==> config.mk <==
export PLATFORM = sky130hd
export DESIGN_NAME = fifo_nibble_drain
export DESIGN_NICKNAME = d
export VERILOG_FILES = /design/src/rtl/fifo_drain_pkg.sv /design/src/rtl/fifo_drain_pack.sv /design/src/rtl/fifo_nibble_drain.sv
export SDC_FILE = /design/constraint.sdc
export NUM_CORES = 1
export LEC_CHECK = 0
export ABC_AREA = 1
export CORE_ASPECT_RATIO = 0.9
export CORE_MARGIN = 2
export CORE_UTILIZATION = 30
export CTS_BUF_LIST = sky130_fd_sc_hd__clkbuf_4 sky130_fd_sc_hd__clkbuf_8
export CTS_CLUSTER_DIAMETER = 40
export CTS_CLUSTER_SIZE = 16
export DETAILED_ROUTE_END_ITERATION = 7
export MAX_ROUTING_LAYER = met4
export PLACE_DENSITY = 0.61
export SETUP_SLACK_MARGIN = 0.15
export SYNTH_ARGS = -nofsm -noshare
export SYNTH_HDL_FRONTEND = slang
export SYNTH_HIERARCHICAL = 1
export SYNTH_SLANG_ARGS = --single-unit
==> constraint.sdc <==
create_clock -name Clock -period 1.8 [get_ports Clock]
set_input_delay 0.36 -clock Clock [delete_from_list [all_inputs] [get_ports Clock]]
set_output_delay 0.36 -clock Clock [all_outputs]
set_load 0.1 [all_outputs]
==> src/rtl/fifo_drain_pkg.sv <==
// fifo_drain_pkg: shared types and helpers for the nibble-FIFO drain controller.
`default_nettype none

package fifo_drain_pkg;

    localparam int NIB_W  = 4;
    localparam int BYTE_W = 8;

    typedef enum logic [2:0] {
        IDLE    = 3'd0,
        REQ_LO  = 3'd1,
        REQ_HI  = 3'd2,
        CAP_HI  = 3'd3,
        CAP_LO  = 3'd4,
        PRESENT = 3'd5
    } drain_state_t;

    // Bits needed to hold values 0..max_val inclusive.
    function automatic int cnt_width(input int max_val);
        return (max_val < 1) ? 1 : $clog2(max_val + 1);
    endfunction

endpackage

`default_nettype wire

==> src/rtl/fifo_drain_pack.sv <==
// fifo_drain_pack: nibble capture and output byte register with valid/ready hold.
`default_nettype none

module fifo_drain_pack
    import fifo_drain_pkg::*;
(
    input  logic              clk,
    input  logic              rst_n,
    input  logic [NIB_W-1:0]  nib,
    input  logic              cap_lo,
    input  logic              load_pair,
    input  logic              load_odd,
    input  logic              last_in,
    input  logic              ready,
    output logic [BYTE_W-1:0] byte_data,
    output logic              byte_valid,
    output logic              byte_last
);

    logic [NIB_W-1:0] lo_nib;

    always_ff @(posedge clk or negedge rst_n) begin
        if (!rst_n) begin
            lo_nib     <= '0;
            byte_data  <= '0;
            byte_valid <= 1'b0;
            byte_last  <= 1'b0;
        end else begin
            if (cap_lo) begin
                lo_nib <= nib;
            end
            // The high (or lone) nibble goes straight from the FIFO into the byte.
            if (load_pair) begin
                byte_data  <= {nib, lo_nib};
                byte_valid <= 1'b1;
                byte_last  <= last_in;
            end else if (load_odd) begin
                byte_data  <= {{NIB_W{1'b0}}, nib};
                byte_valid <= 1'b1;
                byte_last  <= last_in;
            end else if (byte_valid && ready) begin
                byte_valid <= 1'b0;
                byte_last  <= 1'b0;
            end
        end
    end

endmodule

`default_nettype wire

==> src/rtl/fifo_nibble_drain.sv <==
// fifo_nibble_drain: drains a 4-bit LPM FIFO into bursts of packed bytes.
// Optional idle auto-flush enabled by defining DRAIN_TIMEOUT_EN.
`default_nettype none

module fifo_nibble_drain
    import fifo_drain_pkg::*;
#(
    parameter int WIDTH     = 4,
    parameter int AW        = 8,
    parameter int BURST_LEN = 16,
    parameter int THRESH    = 32
`ifdef DRAIN_TIMEOUT_EN
    ,
    parameter int TIMEOUT   = 64
`endif
) (
    input  logic              Clock,
    input  logic              Aclr_n,
    input  logic [WIDTH-1:0]  FifoQ,
    input  logic              FifoEmpty,
    input  logic [AW-1:0]     FifoUsedW,
    output logic              FifoRdReq,
    input  logic              Flush,
    output logic [BYTE_W-1:0] ByteOut,
    output logic              ByteValid,
    input  logic              ByteReady,
    output logic              ByteLast,
    output logic              Busy
);

    localparam int CW = cnt_width(BURST_LEN);

    localparam logic [AW:0]   THRESH_V    = (AW+1)'(THRESH);
    localparam logic [AW:0]   BURST_V     = (AW+1)'(BURST_LEN);
    localparam logic [AW:0]   TWO_BURST_V = (AW+1)'(2 * BURST_LEN);
    localparam logic [CW-1:0] BURST_C     = CW'(BURST_LEN);
    localparam logic [CW-1:0] ONE_C       = CW'(1);

    drain_state_t  state;
    logic [CW-1:0] count;
    logic          odd;
    logic          rd_d;

    logic [AW:0]   used_ext;
    logic [AW:0]   half_up;
    logic [CW-1:0] flush_cnt;
    logic          flush_odd;
    logic          above_thresh;
    logic          timeout_hit;
    logic          drain_req;
    logic          rd_req;
    logic          last_byte;

    assign used_ext     = {1'b0, FifoUsedW};
    assign half_up      = (used_ext + 1'b1) >> 1;
    assign flush_cnt    = (half_up >= BURST_V) ? BURST_C : CW'(half_up);
    assign flush_odd    = (used_ext < TWO_BURST_V) && FifoUsedW[0];
    assign above_thresh = (used_ext >= THRESH_V);
    assign drain_req    = (Flush || timeout_hit) && (FifoUsedW != '0);
    assign last_byte    = (count == ONE_C);

    assign rd_req    = ((state == REQ_LO) || (state == REQ_HI)) && !FifoEmpty;
    assign FifoRdReq = rd_req;

`ifdef DRAIN_TIMEOUT_EN
    localparam int TW = cnt_width(TIMEOUT);

    logic [TW-1:0] idle_cnt;
    logic          idle_count_en;

    assign idle_count_en = (state == IDLE) && (FifoUsedW != '0) && !above_thresh && !Flush;
    assign timeout_hit   = idle_count_en && (idle_cnt == TW'(TIMEOUT - 1));

    always_ff @(posedge Clock or negedge Aclr_n) begin
        if (!Aclr_n) begin
            idle_cnt <= '0;
        end else if ((state == IDLE) && (above_thresh || drain_req)) begin
            idle_cnt <= '0;
        end else if (FifoUsedW == '0) begin
            idle_cnt <= '0;
        end else if (idle_count_en) begin
            idle_cnt <= idle_cnt + 1'b1;
        end
    end
`else
    assign timeout_hit = 1'b0;
`endif

    always_ff @(posedge Clock or negedge Aclr_n) begin
        if (!Aclr_n) begin
            state <= IDLE;
            count <= '0;
            odd   <= 1'b0;
            rd_d  <= 1'b0;
            Busy  <= 1'b0;
        end else begin
            rd_d <= rd_req;
            case (state)
                IDLE: begin
                    if (above_thresh) begin
                        count <= BURST_C;
                        odd   <= 1'b0;
                        state <= REQ_LO;
                        Busy  <= 1'b1;
                    end else if (drain_req) begin
                        count <= flush_cnt;
                        odd   <= flush_odd;
                        state <= REQ_LO;
                        Busy  <= 1'b1;
                    end
                end
                REQ_LO: begin
                    if (!FifoEmpty) begin
                        state <= (last_byte && odd) ? CAP_LO : REQ_HI;
                    end
                end
                REQ_HI: begin
                    if (!FifoEmpty) begin
                        state <= CAP_HI;
                    end
                end
                CAP_HI, CAP_LO: begin
                    state <= PRESENT;
                end
                PRESENT: begin
                    if (ByteValid && ByteReady) begin
                        count <= count - 1'b1;
                        if (last_byte) begin
                            state <= IDLE;
                            Busy  <= 1'b0;
                        end else begin
                            state <= REQ_LO;
                        end
                    end
                end
                default: begin
                    state <= IDLE;
                    Busy  <= 1'b0;
                end
            endcase
        end
    end

    // Low nibble arrives the cycle after its read; a stalled REQ_HI keeps the first capture.
    fifo_drain_pack u_pack (
        .clk        (Clock),
        .rst_n      (Aclr_n),
        .nib        (FifoQ),
        .cap_lo     ((state == REQ_HI) && rd_d),
        .load_pair  (state == CAP_HI),
        .load_odd   (state == CAP_LO),
        .last_in    (last_byte),
        .ready      (ByteReady),
        .byte_data  (ByteOut),
        .byte_valid (ByteValid),
        .byte_last  (ByteLast)
    );

endmodule

`default_nettype wire

wire_density.png
The die is cut into 16 by 14 equal tiles; black is low, pale yellow is high, scaled to the fullest tile. Values are wire area over tile area, all layers added.
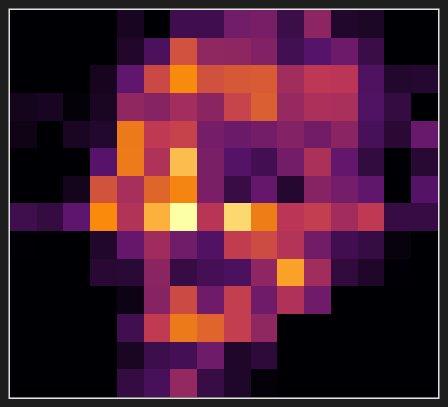
tiles over half the peak = 14%
mean over tiles = 0.092
densest ninth of the die = middle
nearly empty tiles = 34%
fullest tile = 0.41

met1.png
Supply wires on this layer in grey.
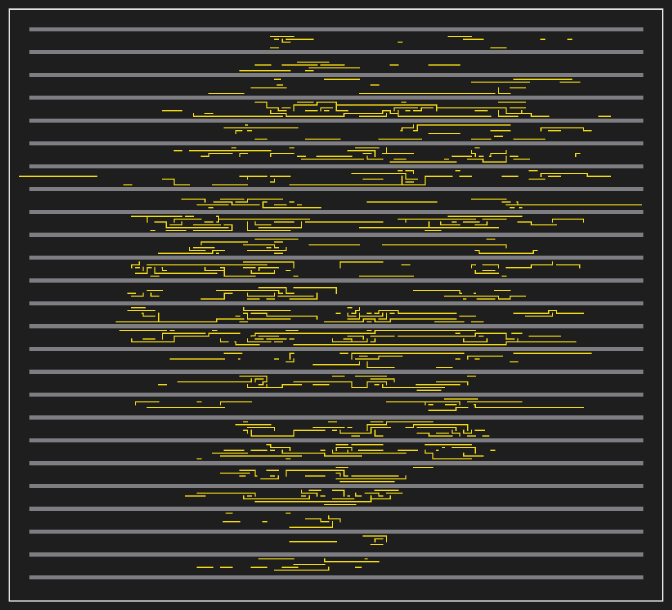
nets with wire on the layer = 225
main direction = horizontal
wire length on this layer = 1550 microns
global-route track usage on met1: 15.79%
Post-Route WL: 3.210 mm
vias: 1336

==> metrics.yaml <==
run_status: "completed"
yosysUniqueCellTypes: 23
io_buffer_count: 28
synth_nets: 215
cp_data_required_time_ns: 1.44
adder_share_pct: 3.416
cts_hold_buf: 0
power.clock.total_uw: 334
syn_inst: 194
setup_ws_ns: 0.1491
fraction_of_layout_cells_with_a_size_suffix_above_1_pct: 21.52
floorplan.core_area_sq_um: 4775
layout_top_cell: "sky130_fd_sc_hd__nand2_1"
minimum_period_implied_by_the_final_worst_setup_slack_ns: 1.651
pre_cts_slack_ns: -0.02960
power.switching_uw: 2084
drtIter0Drc: 34
registers_with_the_highest_flip_flop_counts: "u_pack/byte_data: 8 flops, count: 5 flops, u_pack/lo_nib: 4 flops"
top_routing_layer_in_use: "met4"
timing.max_cap.violations: 0
remaining_drc_errors: 0
syn-cell-area_sq_um: 1465
yosys-top-cells-count: "sky130_fd_sc_hd__nand2_1, sky130_fd_sc_hd__dfrtp_1, sky130_fd_sc_hd__inv_1"
r2r_cells: 8
final_area_sq_um: 2111
design.final.nets: 259
nClkBuffers: 3
synth_async_sr_flop_share_pct: 100.0
tns_ns: 0
number_of_buffers_other_than_clock_buffers_in_the_final_layout: 41
topCombFamilyByArea: "simple AND/OR/NAND/NOR gates"
kind_of_critical_path: "register to output pin"
sequentialPower_uw: 1040
skew_ns: 0.004667
post_synth_xor_area_fraction_pct: 1.196
crit_path_top_delay_cell: "sky130_fd_sc_hd__dfrtp_2"
layout.filler_cells: 444
seq_cells: 25
fraction_of_area_in_multi_input_gates_pct: 34.80
n_all_inverters: 30
top_area_cell: "sky130_fd_sc_hd__dfrtp_1"
synth.yosys.num_cells: 194
global_route.usage.total_pct: 11.97
firstDrtPassIters: 4
routed_wire_length_per_instance_microns: 10.63
dieWidth_microns: 77.67
hold_class: "primary input to asynchronous set/reset pin"
num_rows: 24
rsz0062_at_grt: "yes"
first_global_vias: 1193
layout.core_utilization_pct: 44.21
global_route.usage.met2_pct: 18.30
sw_frac_of_total_pct: 51.69
finalNonFillerCells: 302
route.detailed.vias_per_inst: 4.424
root_buffer: "sky130_fd_sc_hd__clkbuf_8"
ys.warnings.count: 6
ys_seq_share_pct: 42.70
power.total_uw: 4032
globalplace.congestion: 0.7904
cts_tree: "built"
p_int_uw: 1948
r2r_slack_ns: 0.36
boundaryPins: 29
hold_viol: 0
transition_time_of_the_tightest_slew_check_pin_ns: 0.5105
hold_slack_ns: 0.4370
syn2layout_area_growth_pct: 44.06
dp_hpwl_mm: 2.354
worstSetupStartpointType: "register"
p_comb_share_pct: 66.0
report.final.slew_viol_count: 0
timing.final.crit_share_pct: 91.72
crit_arrival_ns: 1.29
path_cells: "buf_4 -> nand3_4 -> a21oi_4 -> buf_12"
slowest_delay_ns: 0.41
irDropWorstVdd_uv: 657.4
post_synth_mux_area_share_pct: 0
postcts_resize_cnt: 2
floorplanUtilization_pct: 30.69
power-per-cell-area_nw_per_um2: 1910
yosys.area_share.aoi_pct: 8.113
die_h_microns: 70.30
htree_levels: 1
top_cell_area_share_pct: 42.70
total_overflow_reported_by_the_global_router: 0
met2RoutedLength_mm: 1.506
cts.sink_count: 25
avgSynthCellArea_sq_um: 7.552
layout.nonclk_buf_share_pct: 23.71
antenna_diode_count: 0
setup_violations: 0
global_route.peak_usage_layer: "met2"
reg2reg_to: "u_pack/byte_data[1]"
largestPowerGroup: "combinational cells"
warnings: 29
wl_met3_microns: 133
layout_top_cells: "sky130_fd_sc_hd__nand2_1, sky130_fd_sc_hd__dfrtp_1, sky130_fd_sc_hd__inv_1"
final-clk-cell-share_pct: 2.312
synth.top_cells.by_area: "sky130_fd_sc_hd__dfrtp_1, sky130_fd_sc_hd__nand2_1, sky130_fd_sc_hd__nand3_1, sky130_fd_sc_hd__inv_1, sky130_fd_sc_hd__nand3_2"
largest-register: "u_pack/byte_data"
cts.clk_slew.worst_paths_ns: 0.09
synth.most_common_cell: "sky130_fd_sc_hd__nand2_1"
taps: 65
grt_use_met3_pct: 3.230
m1WireLength_mm: 1.548
layout.area.top_class: "combinational gates"
dpl.cell_count: 289
maximum_fanout_along_the_worst_path: 3
crit_buf_inv: 2
power.share.sequential_pct: 25.7
logic_gate_count: 137
critical_path.reg2reg.startpoint: "state[2]"
cts_made_buffers: 3
maxClockFrequency_mhz: 605.7
clk-insertion-delay-late_ns: 0.27
Power and IR drop assume default switching activity.
